### Clock distribution, run 1

Scale: 6 px per um.
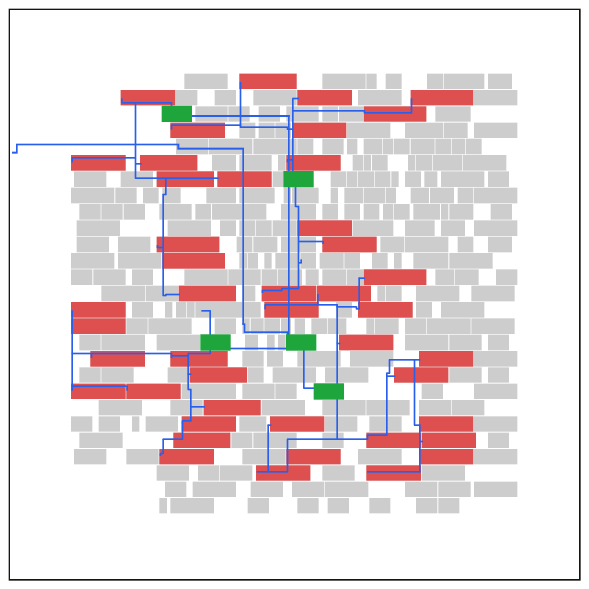
### Routing congestion, run 1

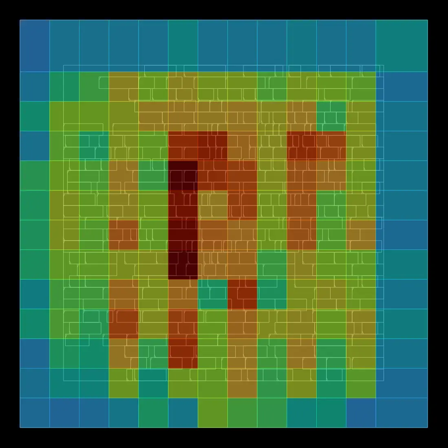
### Routed metal, one color a layer, run 1

Scale: 6 px per um. Only two layers are drawn.
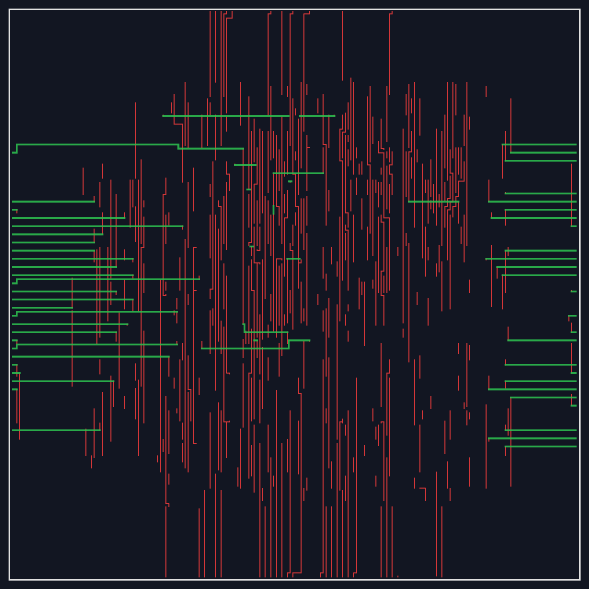
--- src/rtl/legv8_ctrl_pkg.sv ---
// legv8_ctrl_pkg: shared encodings for the LEGv8 multi-cycle controller.
// The optional RETIRE_COUNT output is enabled with CTRL_RETIRE_CNT_EN.
package legv8_ctrl_pkg;

    typedef enum logic [2:0] {
        S_FETCH  = 3'd0,
        S_DECODE = 3'd1,
        S_EXEC   = 3'd2,
        S_MEM    = 3'd3,
        S_WB     = 3'd4,
        S_HALT   = 3'd5
    } state_e;

    typedef enum logic [2:0] {
        C_LDUR,
        C_STUR,
        C_RTYPE,
        C_CBZ,
        C_B,
        C_ILLEGAL
    } class_e;

    localparam logic [10:0] OP_LDUR = 11'b11111000010;
    localparam logic [10:0] OP_STUR = 11'b11111000000;
    localparam logic [10:0] OP_ADD  = 11'b10001011000;
    localparam logic [10:0] OP_SUB  = 11'b11001011000;
    localparam logic [10:0] OP_AND  = 11'b10001010000;
    localparam logic [10:0] OP_ORR  = 11'b10101010000;
    localparam logic [7:0]  PFX_CBZ = 8'b10110100;
    localparam logic [5:0]  PFX_B   = 6'b000101;

    localparam logic [1:0] ALU_ADD   = 2'b00;
    localparam logic [1:0] ALU_PASSB = 2'b01;
    localparam logic [1:0] ALU_RTYPE = 2'b10;

endpackage

--- src/rtl/legv8_decoder.sv ---
// legv8_decoder: combinational IR[31:21] -> instruction class and datapath selects.
module legv8_decoder
    import legv8_ctrl_pkg::*;
(
    input  logic [10:0] opcode_i,
    output logic [2:0]  class_o,
    output logic        reg2loc_o,
    output logic        alusrc_o,
    output logic        mem2reg_o,
    output logic [1:0]  alu_op_o
);

    class_e cls;

    always_comb begin
        cls = (opcode_i == OP_LDUR) ? C_LDUR :
              (opcode_i == OP_STUR) ? C_STUR :
              (opcode_i inside {OP_ADD, OP_SUB, OP_AND, OP_ORR}) ? C_RTYPE :
              (opcode_i[10:3] == PFX_CBZ) ? C_CBZ :
              (opcode_i[10:5] == PFX_B) ? C_B : C_ILLEGAL;
        class_o   = cls;
        reg2loc_o = (cls == C_STUR) || (cls == C_CBZ);
        alusrc_o  = (cls == C_LDUR) || (cls == C_STUR);
        mem2reg_o = (cls == C_LDUR);
        alu_op_o  = (cls == C_RTYPE) ? ALU_RTYPE :
                    (cls == C_CBZ || cls == C_B) ? ALU_PASSB : ALU_ADD;
    end

endmodule

--- src/rtl/legv8_multicycle_ctrl.sv ---
// legv8_multicycle_ctrl: FETCH/DECODE/EXEC/MEM/WB sequencer with READY handshakes and watchdog.
// Define CTRL_RETIRE_CNT_EN to add the RETIRE_COUNT output.
module legv8_multicycle_ctrl
    import legv8_ctrl_pkg::*;
#(
    parameter int unsigned TIMEOUT_CYCLES = 0
`ifdef CTRL_RETIRE_CNT_EN
    , parameter int unsigned RETIRE_W = 32
`endif
) (
    input  logic        clock_i,
    input  logic        reset_i,
    input  logic [31:0] instruction_i,
    input  logic        imem_ready_i,
    input  logic        dmem_ready_i,
    input  logic        alu_zero_i,
    output logic        imem_req_o,
    output logic        ir_write_o,
    output logic        pc_write_o,
    output logic        pc_src_o,
    output logic        control_reg2loc_o,
    output logic        control_alusrc_o,
    output logic        control_mem2reg_o,
    output logic [1:0]  control_alu_op_o,
    output logic        control_regwrite_o,
    output logic        control_memread_o,
    output logic        control_memwrite_o,
    output logic [31:0] ir_o,
    output logic [2:0]  state_o,
    output logic        illegal_o,
    output logic        bus_error_o
`ifdef CTRL_RETIRE_CNT_EN
    , output logic [RETIRE_W-1:0] retire_count_o
`endif
);

    state_e      state_q, state_d;
    class_e      class_q;
    logic [31:0] ir_q;
    logic        reg2loc_q, alusrc_q, mem2reg_q;
    logic [1:0]  alu_op_q;
    logic        illegal_q, bus_err_q;
    logic [31:0] wd_q, wd_d;
    logic [2:0]  dec_class;
    logic        dec_reg2loc, dec_alusrc, dec_mem2reg;
    logic [1:0]  dec_alu_op;
    logic        waiting, timeout;

    legv8_decoder u_dec (
        .opcode_i  (ir_q[31:21]),
        .class_o   (dec_class),
        .reg2loc_o (dec_reg2loc),
        .alusrc_o  (dec_alusrc),
        .mem2reg_o (dec_mem2reg),
        .alu_op_o  (dec_alu_op)
    );

    always_ff @(posedge clock_i or posedge reset_i) begin
        if (reset_i) state_q <= S_FETCH;
        else         state_q <= state_d;
    end

    // A wait cycle is any FETCH/MEM cycle whose handshake has not completed.
    always_comb begin
        waiting = (state_q == S_FETCH && !imem_ready_i) || (state_q == S_MEM && !dmem_ready_i);
        timeout = (TIMEOUT_CYCLES != 0) && waiting && (wd_q == 32'(TIMEOUT_CYCLES - 1));
        state_d = state_q;
        unique case (state_q)
            S_FETCH:  state_d = imem_ready_i ? S_DECODE : S_FETCH;
            S_DECODE: state_d = (class_e'(dec_class) == C_ILLEGAL) ? S_HALT : S_EXEC;
            S_EXEC:   state_d = (class_q == C_B || class_q == C_CBZ) ? S_FETCH :
                                (class_q == C_RTYPE) ? S_WB : S_MEM;
            S_MEM:    state_d = !dmem_ready_i ? S_MEM : (class_q == C_STUR) ? S_FETCH : S_WB;
            S_WB:     state_d = S_FETCH;
            default:  state_d = S_HALT;
        endcase
        if (timeout) state_d = S_HALT;
        wd_d = (waiting && state_d == state_q) ? wd_q + 32'd1 : 32'd0;
    end

    always_comb begin
        imem_req_o         = (state_q == S_FETCH);
        ir_write_o         = (state_q == S_FETCH) && imem_ready_i;
        control_regwrite_o = (state_q == S_WB);
        control_memread_o  = (state_q == S_MEM) && (class_q == C_LDUR);
        control_memwrite_o = (state_q == S_MEM) && (class_q == C_STUR);
        pc_write_o         = (state_q == S_WB) ||
                             (state_q == S_EXEC && (class_q == C_B || class_q == C_CBZ)) ||
                             (state_q == S_MEM && class_q == C_STUR && dmem_ready_i);
        pc_src_o           = (state_q == S_EXEC) &&
                             ((class_q == C_B) || (class_q == C_CBZ && alu_zero_i));
    end

    always_ff @(posedge clock_i or posedge reset_i) begin
        if (reset_i) begin
            ir_q      <= 32'd0;
            class_q   <= C_LDUR;
            reg2loc_q <= 1'b0;
            alusrc_q  <= 1'b0;
            mem2reg_q <= 1'b0;
            alu_op_q  <= 2'b00;
            illegal_q <= 1'b0;
            bus_err_q <= 1'b0;
            wd_q      <= 32'd0;
        end else begin
            wd_q <= wd_d;
            if (ir_write_o) ir_q <= instruction_i;
            if (state_q == S_DECODE && class_e'(dec_class) != C_ILLEGAL) begin
                class_q   <= class_e'(dec_class);
                reg2loc_q <= dec_reg2loc;
                alusrc_q  <= dec_alusrc;
                mem2reg_q <= dec_mem2reg;
                alu_op_q  <= dec_alu_op;
            end
            if (state_q == S_DECODE && class_e'(dec_class) == C_ILLEGAL) illegal_q <= 1'b1;
            if (timeout) bus_err_q <= 1'b1;
        end
    end

    assign control_reg2loc_o = reg2loc_q;
    assign control_alusrc_o  = alusrc_q;
    assign control_mem2reg_o = mem2reg_q;
    assign control_alu_op_o  = alu_op_q;
    assign ir_o              = ir_q;
    assign state_o           = state_q;
    assign illegal_o         = illegal_q;
    assign bus_error_o       = bus_err_q;

`ifdef CTRL_RETIRE_CNT_EN
    // PC_WRITE is never high in HALT, so the count freezes there on its own.
    logic [RETIRE_W-1:0] retire_q;

    always_ff @(posedge clock_i or posedge reset_i) begin
        if (reset_i)         retire_q <= '0;
        else if (pc_write_o) retire_q <= retire_q + 1'b1;
    end

    assign retire_count_o = retire_q;
`endif

endmodule
--- config.mk ---
export PLATFORM = sky130hd
export DESIGN_NAME = legv8_multicycle_ctrl
export DESIGN_NICKNAME = d
export VERILOG_FILES = /design/src/rtl/legv8_ctrl_pkg.sv /design/src/rtl/legv8_decoder.sv /design/src/rtl/legv8_multicycle_ctrl.sv
export SDC_FILE = /design/constraint.sdc
export NUM_CORES = 1
export LEC_CHECK = 0
export CORE_MARGIN = 10
export CORE_UTILIZATION = 35
export CTS_CLUSTER_SIZE = 14
export DETAILED_ROUTE_END_ITERATION = 10
export HOLD_SLACK_MARGIN = 0.06
export PLACE_DENSITY = 0.71
export SETUP_SLACK_MARGIN = 0.02
export SYNTH_ARGS = -nofsm -noshare
export SYNTH_HDL_FRONTEND = slang
export SYNTH_SLANG_ARGS = --single-unit
--- constraint.sdc ---
create_clock -name clock_i -period 1.85 [get_ports clock_i]
set_clock_uncertainty 0.1 [all_clocks]
set_input_delay 0.37 -clock clock_i [delete_from_list [all_inputs] [get_ports clock_i]]
set_output_delay 0.37 -clock clock_i [all_outputs]
set_load 0.1 [all_outputs]
==> impl_metrics.tcl, run 1 <==
# flow metrics
set metrics [dict create \
    yosys_cells 162 \
    syn2layout_area_growth_pct 115 \
    outcome "complete, but fails checks" \
    ctsHoldBuffers 0 \
    synth-edff-count 0 \
    fmaxAchievable_mhz 477 \
    endpoint "pc_write_o" \
    rr_worst_depth 5 \
    syn_area_per_cell_um2 12.1 \
    fp_util 0.358 \
    post_drt_via_cell_ratio 4.87 \
    synthTopCellsByArea "dfrtp_1 (56%), mux2_2 (18%), nor2_1 (2.1%)" \
    synthCells 162 \
    path_cells "nor3b_4 -> a21oi_2 -> nor2_1 -> mux2i_2 -> o21ai_4 -> buf_12" \
    n_antenna_cell 0 \
    fin_nets 326 \
    setup_slack_ps -248 \
    cp_num_buf_inv 1 \
    synth_warnings 0 \
    worst_ep_required_time_ps 1380 \
    grt_pass1_wl_mm 9.56 \
    hold_class "input port to asynchronous set/reset pin" \
    die_h_um 94.8 \
    setup_viol 35 \
    dr.first_iter.drc_count 89 \
    fp_nets 199 \
    drive_gt1_frac 0.603 \
    cts.sinks 44 \
    ys_area_mm2 0.00196 \
    synthArstFlopShare 1.00 \
    drc 0 \
    overflow 0 \
    numSynthFlops 44 \
    grt_max_degree 30 \
    post-dp-hpwl_mm 4.52 \
    antenna_found_initial 0 \
    r2r_slack_ps -120 \
    rr_endpoint "class_q[0]" \
    route.vias.total 1763 \
    post-synth-top-count-cell "dfrtp_1" \
    port_buffers 84 \
    ir_drop_mv 0.382 \
    clkTransAtPathRegs_ps 90 \
    cap_viol_max_count 0 \
    p_per_area_mw_per_mm2 435 \
    cp_data_arrival_time_ps 1630 \
    violations "setup timing" \
    lay_top_count "buf_12" \
    yosysTopAreaCellShare 0.562 \
    htreeDepth 2 \
    cpPeakStageDelay_ps 420 \
    syn-cell-area_mm2 0.00196 \
    whs_ps 250 \
    cp-start-kind "flop" \
    rsz0062_at_grt "yes" \
    place_area_mm2 0.00369 \
    cts_tree "yes" \
    ant_nets 0 \
    synth_cell_types 35 \
    rows 27 \
    grt_pass1_vias 1919 \
    crit_type "flop to primary output" \
    crit_fanout 4 \
    cp_top_family "flip-flops" \
]
Back to the opening pictures, 'Clock distribution':
[clock wires] blue | length: 563 um
[flip-flops] red | count: 44
[cells driving clock nets] green | count: 5
routed clock nets: 6
clk pwr: 0.759 mW
Clk network pwr share: 0.414
clk latency late pin: 300 ps

Back to the opening pictures, 'Routing congestion':
gr usage total: 0.134
routing usage on met1: 0.139

Back to the opening pictures, 'Routed metal, one color a layer':
| layer | color | wire length |
|---|---|---|
| met2 | red | 3390 um |
| met3 | green | 753 um |
post-DR wirelength/cell: 18.7 um
Total Wirelength: 6.76 mm

## run 1: report_power, final
part	leakage, nW	switching (mW)	internal (mW)
combinational	1.23	0.0421	0.0724
sequential	0.576	0	0.960
clock	0.0548	0.352	0.407
total	1.86	0.394	1.44
## run 1: layout make-up
type	count	area, um^2
flip-flops and latches	44	1130
clock inverters	3	46.3
clock buffers	5	68.8
well taps	72	90.1
repair buffers	130	1790
fillers	344	1260
multi-input cells	102	1060
inverters	6	22.5
## run 1: kinds of logic after synthesis
logic type	synth area share
other	0.00191
DFF	0.562
and+or+nand+nor	0.108
buffers and inverters	0.0383
muxes	0.199
AOI/OAI and AO/OA	0.0906
## run 1: layer usage
layer / GRT usage / part of all wire / wire length (um)
met4: 0.0436 / 0.015 / 99
met5: 0 / 0 / 0
met1: 0.139 / 0.37 / 2510
met2: 0.225 / 0.50 / 3390
met3: 0.0777 / 0.11 / 753
## run 1: state kept, by name, indices dropped and copies added, names as in the netlist
signal             cells
ir_o                  32
illegal_o              1
control_mem2reg_o      1
control_reg2loc_o      1
class_q                3
state_o                3
control_alu_op_o       2
control_alusrc_o       1
## run 1: through the flow
step / util / TNS, ps / setup slack (ps) / cells / total power [mW]
after floorplan: - / -32740 / -891 / 162 / 1.01
after global placement: 0.675 / -305 / -117 / 336 / 1.09
after detailed placement: 0.675 / -739 / -128 / 336 / 1.09
after CTS: 0.723 / -2020 / -241 / 352 / 1.85
after global routing: 0.770 / -3300 / -385 / 362 / 1.91
final: 0.770 / -1640 / -248 / 362 / 1.83
## run 1: repair_timing
item	CTS	global route
buffers inserted	9	7
endpoints found under the setup margin	16	43
resized	22	37
gates cloned	0	3
pin swaps	5	13
### Local utilization, run 1

Scale: 3 px per um. 9 x 9 tiles, from white (low) to dark blue (high), 0 to 100% covered.
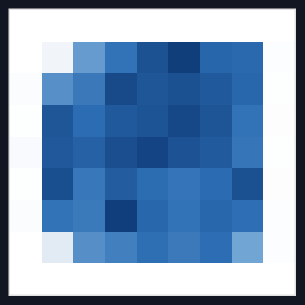

## Run 2: what changed since run 1
Settings changed: PLACE_DENSITY 0.71 to default, PLACE_DENSITY_LB_ADDON from default to 0.1.
Clock period 1.85 ns to 2.5 ns, I/O delays scaled along.
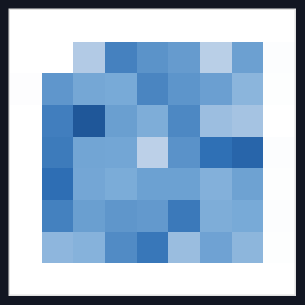
*Local utilization, run 2*
Scale: 3 px per um. 9 x 9 tiles, from white (low) to dark blue (high), 0 to 100% covered.
emptiest ninth of the die: north-west
mean over tiles: 33%
densest ninth of the die: center
post-layout util: 0.553
Core Area: 0.00547 mm^2

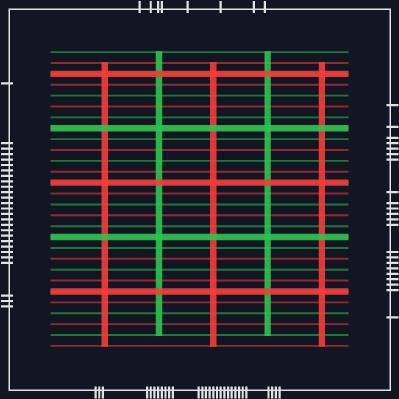
*Power grid, run 2*
Scale: 4 px per um. Pins as bars on the die edge.
| net | color |
|---|---|
| VSS | red |
| VDD | green |
met1 rails: 28
signal pins: 86
die width: 94.8 um
Peak VDD IR: 0.327 mV

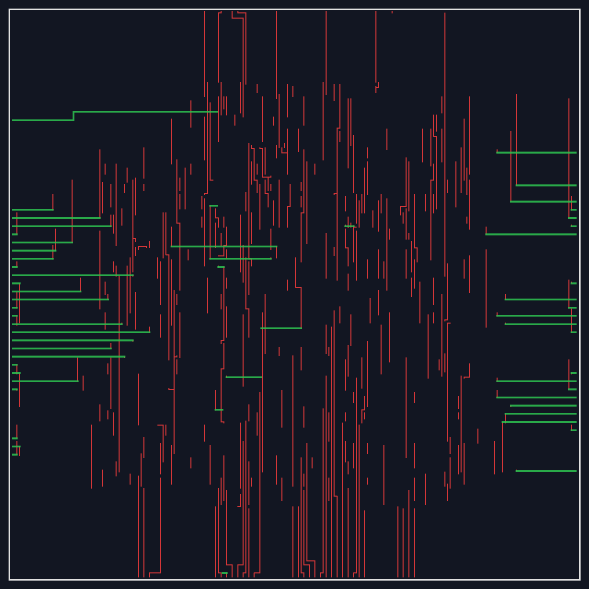
*Routed metal, one color a layer, run 2*
Scale: 6 px per um. Only two layers are drawn.
| layer | color | wire length |
|---|---|---|
| met2 | red | 2410 um |
| met3 | green | 469 um |
gr usage total: 0.117
vias post-DR: 1536

==> run 2 against run 1 <==
Effect of this change:
- the flow now finishes without violations
- largest power group unchanged
- via count is 13% lower
- combinational power decreased by 29%
- die area stayed put
- critical path depth stayed put
- global-route usage is 1.8 points lower
- design area decreased by 28%
- critical endpoint unchanged
==> impl_metrics.tcl, run 2 <==
# flow metrics
set metrics [dict create \
    seqCellArea_mm2 0.00111 \
    wl_met3_um 468 \
    pg_clk_mw 0.454 \
    cap_viol_max_count 0 \
    wl_met1_mm 2.17 \
    preCtsSetupSlack_ps 380 \
    yosys_cells 162 \
    seq_share 0.368 \
    outcome "completed" \
    num_tap_cells 72 \
    busiest_layer "met2" \
    antenna_found_initial 0 \
    syn_area_per_cell_um2 12.1 \
    highest_layer "met4" \
    setup_slack_ps 214 \
    pg_seq_mw 0.711 \
    worst_ep_required_time_ps 1900 \
    fp_util 0.358 \
    power_leader "registers" \
    synth_warnings 0 \
    buf_share 0.280 \
    wl_per_cell_um 16.1 \
    p_total_mw 1.25 \
    whs_ps 379 \
    internal-power_mw 0.988 \
    htreeDepth 2 \
    wl_mm 5.11 \
    nFlopsAndLatches 44 \
    cp-start-kind "flop" \
    syn2layout_area_growth_pct 54.4 \
    nNonClkBuffers 86 \
    rsz0062_at_grt "no" \
    place_area_mm2 0.00292 \
    fmaxAchievable_mhz 437 \
    post-dp-hpwl_mm 4.00 \
    cts_tree "yes" \
    clkPwrFrac 0.365 \
    largest_reg_flops 32 \
    clkTransAtPathRegs_ps 70 \
    grt_max_degree 35 \
    grtUsageMet3 0.0539 \
    comb_area_um2 860 \
    drive_gt1_frac 0.439 \
    setup_viol 0 \
    overflow 0 \
    synth-edff-count 0 \
    rows 27 \
    n_all_inverters 6 \
    post_drt_via_cell_ratio 4.83 \
    n_antenna_cell 0 \
    n_clock_buffer 7 \
    logic_gates 102 \
    ys_area_mm2 0.00196 \
    ant_nets 0 \
    fin_nets 282 \
    final.setup.tns_ps 0 \
    grt_pass1_wl_mm 8.53 \
    numSynthFlops 44 \
    crit_type "flop to primary output" \
    synthArstFlopShare 1.00 \
    grt_pass1_vias 1652 \
    n_fill_cell 475 \
    fin_cells 318 \
    seqPwrFrac 0.570 \
    hold_class "flop to flop" \
    post_cts_buffers 0 \
]
## run 2: netlist changes by cell type in the layout (fill, tap and decap cells not counted), moves of 2 or more
cell / previous run / this run
dfrtp_4: 5 / 3
nor2_4: 5 / 3
dfrtp_1: 31 / 40
dfrtp_2: 8 / 1
buf_6: 9 / 0
nor2_1: 6 / 9
a21oi_1: 4 / 7
clkbuf_16: 2 / 0
mux2_2: 2 / 32
buf_4: 30 / 41
mux2_4: 30 / 0
buf_12: 52 / 9
a21oi_4: 3 / 0
## run 2: what timing repair did
| item | in CTS | in global routing |
|---|---|---|
| setup endpoints to repair | 0 | 1 |
| hold buffers | 0 | 0 |
| gates resized | 0 | 2 |
## run 2: worst max-delay path: stages (launching register included)
cell     delay [ps]
dfrtp_4         520
nor2b_2         220
nand3_2         140
nor2_4          170
nand2_2          80
o21ai_4          80
buf_12          190
## run 2: logic make-up (layout without fill, tap and decap cells)
kind of cell / count (synthesis) / count (layout) / synth area share
AOI/OAI and AO/OA: 27 / 27 / 0.0906
buffers and inverters: 16 / 100 / 0.0383
DFF: 44 / 44 / 0.562
muxes: 35 / 35 / 0.199
other: 1 / 1 / 0.00191
and+or+nand+nor: 39 / 39 / 0.108
## run 2: path summary, 6_finish.rpt
| path | start | to | slack, ps | depth (start not counted) |
|---|---|---|---|---|
| min in group asynchronous | reset_i | ir_o[1] | 420 | 2 |
| max | state_o[1] | pc_write_o | 210 | 6 |
| max reg2reg | ir_o[26] | control_reg2loc_o | 400 | 5 |
| max in group asynchronous | reset_i | state_o[2] | 1380 | 3 |
| min | control_alu_op_o[1] | control_alu_op_o[1] | 380 | 1 |
| min reg2reg | control_alu_op_o[1] | control_alu_op_o[1] | 380 | 1 |
Power figures rest on the tool's default switching activity, not on a simulated workload.
